File: src/rtl/serial_bus_arbiter_if.sv
// ============================================================================
// serial_bus_arbiter_if : request/grant and bus-activity bundle for the arbiter
// Revision: 1.0
// ============================================================================
`default_nettype none

interface serial_bus_arbiter_if #(
  parameter int NUM_MASTERS = 2
);
  localparam int ID_W = $clog2(NUM_MASTERS);

  logic [NUM_MASTERS-1:0] req;
  logic                   master_valid;
  logic                   slave_ready;
  logic                   slave_valid;
  logic [NUM_MASTERS-1:0] grant;
  logic [ID_W-1:0]        grant_id;
  logic                   bus_busy;
  logic                   timeout;

  // Requesting side: masters plus the observed bus handshake lines
  modport master (
    output req, master_valid, slave_ready, slave_valid,
    input  grant, grant_id, bus_busy, timeout
  );

  // Arbiter side
  modport slave (
    input  req, master_valid, slave_ready, slave_valid,
    output grant, grant_id, bus_busy, timeout
  );
endinterface

`default_nettype wire

File: src/rtl/serial_bus_arbiter.sv
// ============================================================================
// serial_bus_arbiter : round-robin owner arbitration for the bit-serial bus,
// one-cycle turnaround; stall revocation when ARB_TIMEOUT_EN is defined.
// Revision: 1.0
// ============================================================================
`default_nettype none

module serial_bus_arbiter #(
  parameter int NUM_MASTERS = 2,
  parameter int TIMEOUT     = 64
) (
  input  wire logic           clk,
  input  wire logic           rstn,
  serial_bus_arbiter_if.slave bus
);
  localparam int ID_W = $clog2(NUM_MASTERS);

  typedef enum logic [1:0] {
    IDLE    = 2'd0,
    GRANT   = 2'd1,
    RELEASE = 2'd2
  } state_t;

  state_t                 state, state_n;
  logic [NUM_MASTERS-1:0] grant_q, grant_n;
  logic [ID_W-1:0]        id_q, id_n;
  logic [ID_W-1:0]        last_q, last_n;
  logic                   timeout_q, timeout_n;
  logic [NUM_MASTERS-1:0] eligible;
  logic                   expire;
  logic                   hit;
  logic [ID_W-1:0]        winner;
  logic [ID_W-1:0]        cand;

`ifdef ARB_TIMEOUT_EN
  localparam int CNT_W = $clog2(TIMEOUT + 1);

  logic [CNT_W-1:0]       idle_cnt, idle_cnt_n;
  logic [NUM_MASTERS-1:0] mask, mask_n;
  logic                   bus_idle;

  assign bus_idle = !(bus.master_valid || bus.slave_ready || bus.slave_valid);
  // Only a still-requesting owner can be revoked; a dropped req releases normally
  assign expire   = (state == GRANT) && bus.req[id_q] && bus_idle &&
                    (idle_cnt == CNT_W'(TIMEOUT - 1));
  assign eligible = bus.req & ~mask;

  always_comb begin
    mask_n = mask & bus.req;
    if (expire) begin
      mask_n[id_q] = 1'b1;
    end
    idle_cnt_n = '0;
    if ((state == GRANT) && (state_n == GRANT) && bus_idle) begin
      idle_cnt_n = idle_cnt + 1'b1;
    end
  end

  always_ff @(posedge clk or negedge rstn) begin
    if (!rstn) begin
      idle_cnt <= '0;
      mask     <= '0;
    end else begin
      idle_cnt <= idle_cnt_n;
      mask     <= mask_n;
    end
  end
`else
  logic unused_activity;

  assign unused_activity = bus.master_valid ^ bus.slave_ready ^ bus.slave_valid ^
                           (TIMEOUT > 1);
  assign expire          = 1'b0;
  assign eligible        = bus.req;
`endif

  // Rotating search starting just after the previous owner
  always_comb begin
    hit    = 1'b0;
    winner = '0;
    cand   = '0;
    for (int k = 1; k <= NUM_MASTERS; k++) begin
      cand = ID_W'((int'(last_q) + k) % NUM_MASTERS);
      if (!hit && eligible[cand]) begin
        hit    = 1'b1;
        winner = cand;
      end
    end
  end

  always_comb begin
    state_n   = state;
    grant_n   = grant_q;
    id_n      = id_q;
    last_n    = last_q;
    timeout_n = 1'b0;
    case (state)
      IDLE, RELEASE: begin
        grant_n = '0;
        state_n = IDLE;
        if (hit) begin
          state_n = GRANT;
          grant_n = NUM_MASTERS'(1) << winner;
          id_n    = winner;
          last_n  = winner;
        end
      end
      GRANT: begin
        if (!bus.req[id_q] || expire) begin
          state_n   = RELEASE;
          grant_n   = '0;
          timeout_n = expire;
        end
      end
      default: begin
        state_n = IDLE;
        grant_n = '0;
      end
    endcase
  end

  always_ff @(posedge clk or negedge rstn) begin
    if (!rstn) begin
      state     <= IDLE;
      grant_q   <= '0;
      id_q      <= '0;
      last_q    <= ID_W'(NUM_MASTERS - 1);
      timeout_q <= 1'b0;
    end else begin
      state     <= state_n;
      grant_q   <= grant_n;
      id_q      <= id_n;
      last_q    <= last_n;
      timeout_q <= timeout_n;
    end
  end

  assign bus.grant    = grant_q;
  assign bus.grant_id = id_q;
  assign bus.bus_busy = |grant_q;
  assign bus.timeout  = timeout_q;

endmodule

`default_nettype wire
File: src/flat_wrapper.sv
// flat-port wrapper written by rule: the top's interface ports become plain ports
module serial_bus_arbiter_flat 
#(
  parameter int NUM_MASTERS = 2,
  parameter int TIMEOUT     = 64
)
  (clk, rstn, bus_req, bus_master_valid, bus_slave_ready, bus_slave_valid, bus_grant, bus_grant_id, bus_bus_busy, bus_timeout);
  serial_bus_arbiter_if #(.NUM_MASTERS(NUM_MASTERS)) bus_i ();
  input  wire logic clk;
  input  wire logic rstn;
  input wire logic [$bits(bus_i.req)-1:0] bus_req;
  input wire logic [$bits(bus_i.master_valid)-1:0] bus_master_valid;
  input wire logic [$bits(bus_i.slave_ready)-1:0] bus_slave_ready;
  input wire logic [$bits(bus_i.slave_valid)-1:0] bus_slave_valid;
  output wire logic [$bits(bus_i.grant)-1:0] bus_grant;
  output wire logic [$bits(bus_i.grant_id)-1:0] bus_grant_id;
  output wire logic [$bits(bus_i.bus_busy)-1:0] bus_bus_busy;
  output wire logic [$bits(bus_i.timeout)-1:0] bus_timeout;
  assign bus_i.req = bus_req;
  assign bus_i.master_valid = bus_master_valid;
  assign bus_i.slave_ready = bus_slave_ready;
  assign bus_i.slave_valid = bus_slave_valid;
  assign bus_grant = bus_i.grant;
  assign bus_grant_id = bus_i.grant_id;
  assign bus_bus_busy = bus_i.bus_busy;
  assign bus_timeout = bus_i.timeout;
  serial_bus_arbiter #(.NUM_MASTERS(NUM_MASTERS), .TIMEOUT(TIMEOUT)) u_core (.clk(clk), .rstn(rstn), .bus(bus_i));
endmodule
File: config.mk
export PLATFORM = sky130hd
export DESIGN_NAME = serial_bus_arbiter_flat
export DESIGN_NICKNAME = d
export VERILOG_FILES = /design/src/rtl/serial_bus_arbiter_if.sv /design/src/rtl/serial_bus_arbiter.sv /design/src/flat_wrapper.sv
export SDC_FILE = /design/constraint.sdc
export NUM_CORES = 1
export LEC_CHECK = 0
export CAP_MARGIN = 20
export CORE_AREA = 3 3 40 42
export DETAILED_ROUTE_END_ITERATION = 7
export DIE_AREA = 0 0 43 45
export PLACE_DENSITY = 0.52
export SETUP_SLACK_MARGIN = 0.02
export SLEW_MARGIN = 15
export SYNTH_ARGS = -nofsm -noshare
export SYNTH_HDL_FRONTEND = slang
export SYNTH_SLANG_ARGS = --single-unit
File: constraint.sdc
create_clock -name clk -period 2.97 [get_ports clk]
set_clock_uncertainty 0.2 [all_clocks]
set_input_delay 0.594 -clock clk [delete_from_list [all_inputs] [get_ports clk]]
set_output_delay 0.594 -clock clk [all_outputs]
set_load 0.005 [all_outputs]
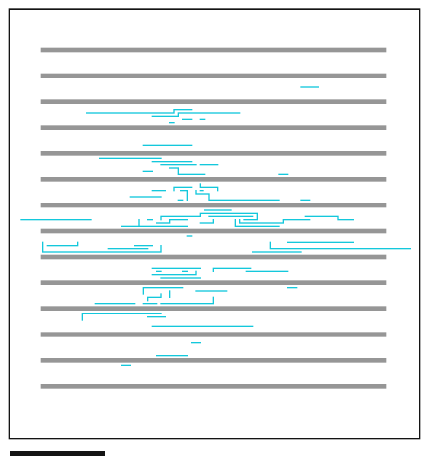
Fig. 1. Signal wires on met1.
Scale bar: 10 um. Supply wires on this layer in grey.
- wire length on this layer: 259 um
- main direction: horizontal

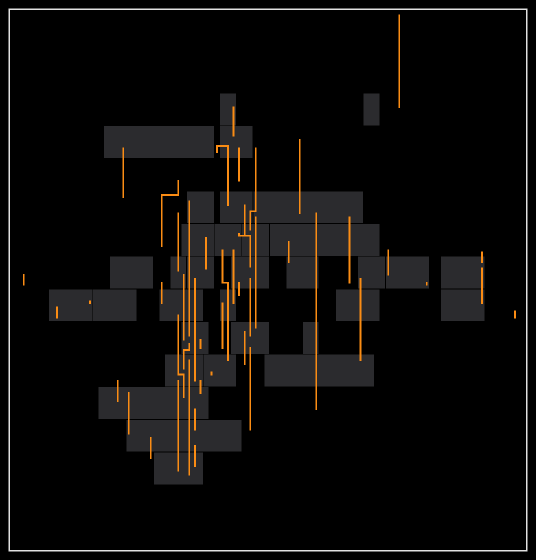
Fig. 2. The metal 2 layer.
- longest straight run: 16.3 um
- main direction: vertical
- share of all routed wire: 39%
- wire length on this layer: 203 um

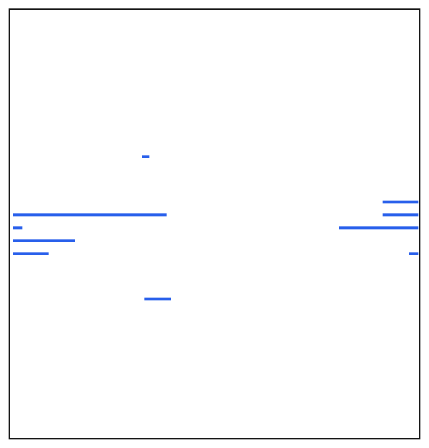
Fig. 3. Signal wires on met3.
- longest straight run: 15.9 um
- main direction: horizontal

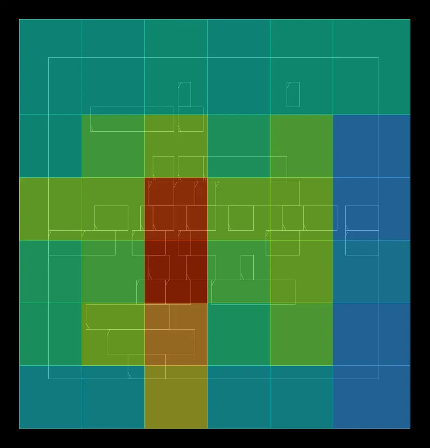
Fig. 4. Track usage over the die.
fraction of met2 tracks used by global routing: 8.68%
global routing usage on met3: 2.39%
average routed wire per standard cell: 10.6 um

==> reports/metrics.yaml <==
clock_tree:
  tritoncts: "yes"
  cts.reportedPaths.clkPinSlew_ns: 0.05
  post_cts.repair.setup_buffers: 0
worst_setup_path:
  setup.worst_path.class: "register to output port"
  r2r_start: "u_core.bus.grant_id"
  rr_endpoint: "u_core.state[0]"
  timing.critical_path.from_type: "register"
  timing.critical_path.to_type: "output port"
grt:
  gr-total-overflow: 0
power:
  vdd.ir_drop.worst_uv: 301
  power.switching_fraction_pct: 29.5
  seq_power_share_pct: 41.0
outcome:
  run_status: "finished, final reports clean"
cells_and_area:
  antenna_diode_count: 0
  num-fill-cells: 134
  regArea_um2: 151
  mi_logic_area_um2: 111
timing:
  final_worst_hold_slack_ns: 0.346
  postLayoutSetupSlackWorst_ns: 0.813
  finalSetupViolations: 0
  timing.final.max_slew_violations: 0
  finalCriticalPeriod_ns: 2.16
placed_design:
  port-buffer-count: 7
drt:
  vias_per_cell: 4.33
run:
  cap_violations: 0
synthesis:
  synthDistinctLibCells: 18
layer usage:
layer,vias to the layer above,part of all wire [%],track usage [%]
li1,101,-,-
met1,99,50,7.62
met2,10,39,8.68
met3,2,8.4,2.39
met4,0,2.7,3.61
met5,-,0,0
area by class of cell:
type / count / share of cell area [%]
clock buffer: 4 / 6.89
timing repair buffer: 7 / 18.4
sequential: 6 / 39.7
multi-input combinational: 16 / 29.2
inverter: 1 / 0.984
tap: 15 / 4.92
cell usage after synthesis, drive strengths merged:
cell type | instances | area (um2)
or2 | 1 | 6.26
nand2 | 1 | 3.75
o22a | 1 | 8.76
and2b | 1 | 7.51
dfstp | 1 | 26.3
nor2b | 2 | 12.5
buf | 1 | 7.51
mux2i | 1 | 10.0
dfrtp | 5 | 125
o22ai | 1 | 6.26
nand3b | 1 | 7.51
conb | 1 | 3.75
o2bb2ai | 1 | 8.76
nand2b | 2 | 12.5
inv | 1 | 3.75
mux2 | 1 | 11.3
o32ai | 1 | 8.76
nor2 | 1 | 3.75
flip-flops by register name (all words and copies together), names as in the netlist:
signal,count
u_core.bus.grant_id,1
u_core.bus.grant,2
u_core.last_q,1
u_core.state,2
cell families after synthesis:
group           share of synthesized area (%)
buf+inv                                  4.11
flops                                    55.3
mux                                      7.76
simple gates                             19.6
other cells                              1.37
compound gates                           11.9
how the worst max path moves through the flow:
stage / depth (start not counted) / to / start
2_1_floorplan: 1 / bus_bus_busy / u_core.bus.grant[1]
3_3_place_gp: 2 / bus_bus_busy / u_core.bus.grant[1]
3_5_place_dp: 2 / bus_bus_busy / u_core.bus.grant[1]
4_1_cts: 2 / bus_bus_busy / u_core.bus.grant[1]
5_1_grt: 2 / bus_bus_busy / u_core.bus.grant[1]
6_report: 2 / bus_bus_busy / u_core.bus.grant[1]
Power is estimated from default activity; no workload was simulated.
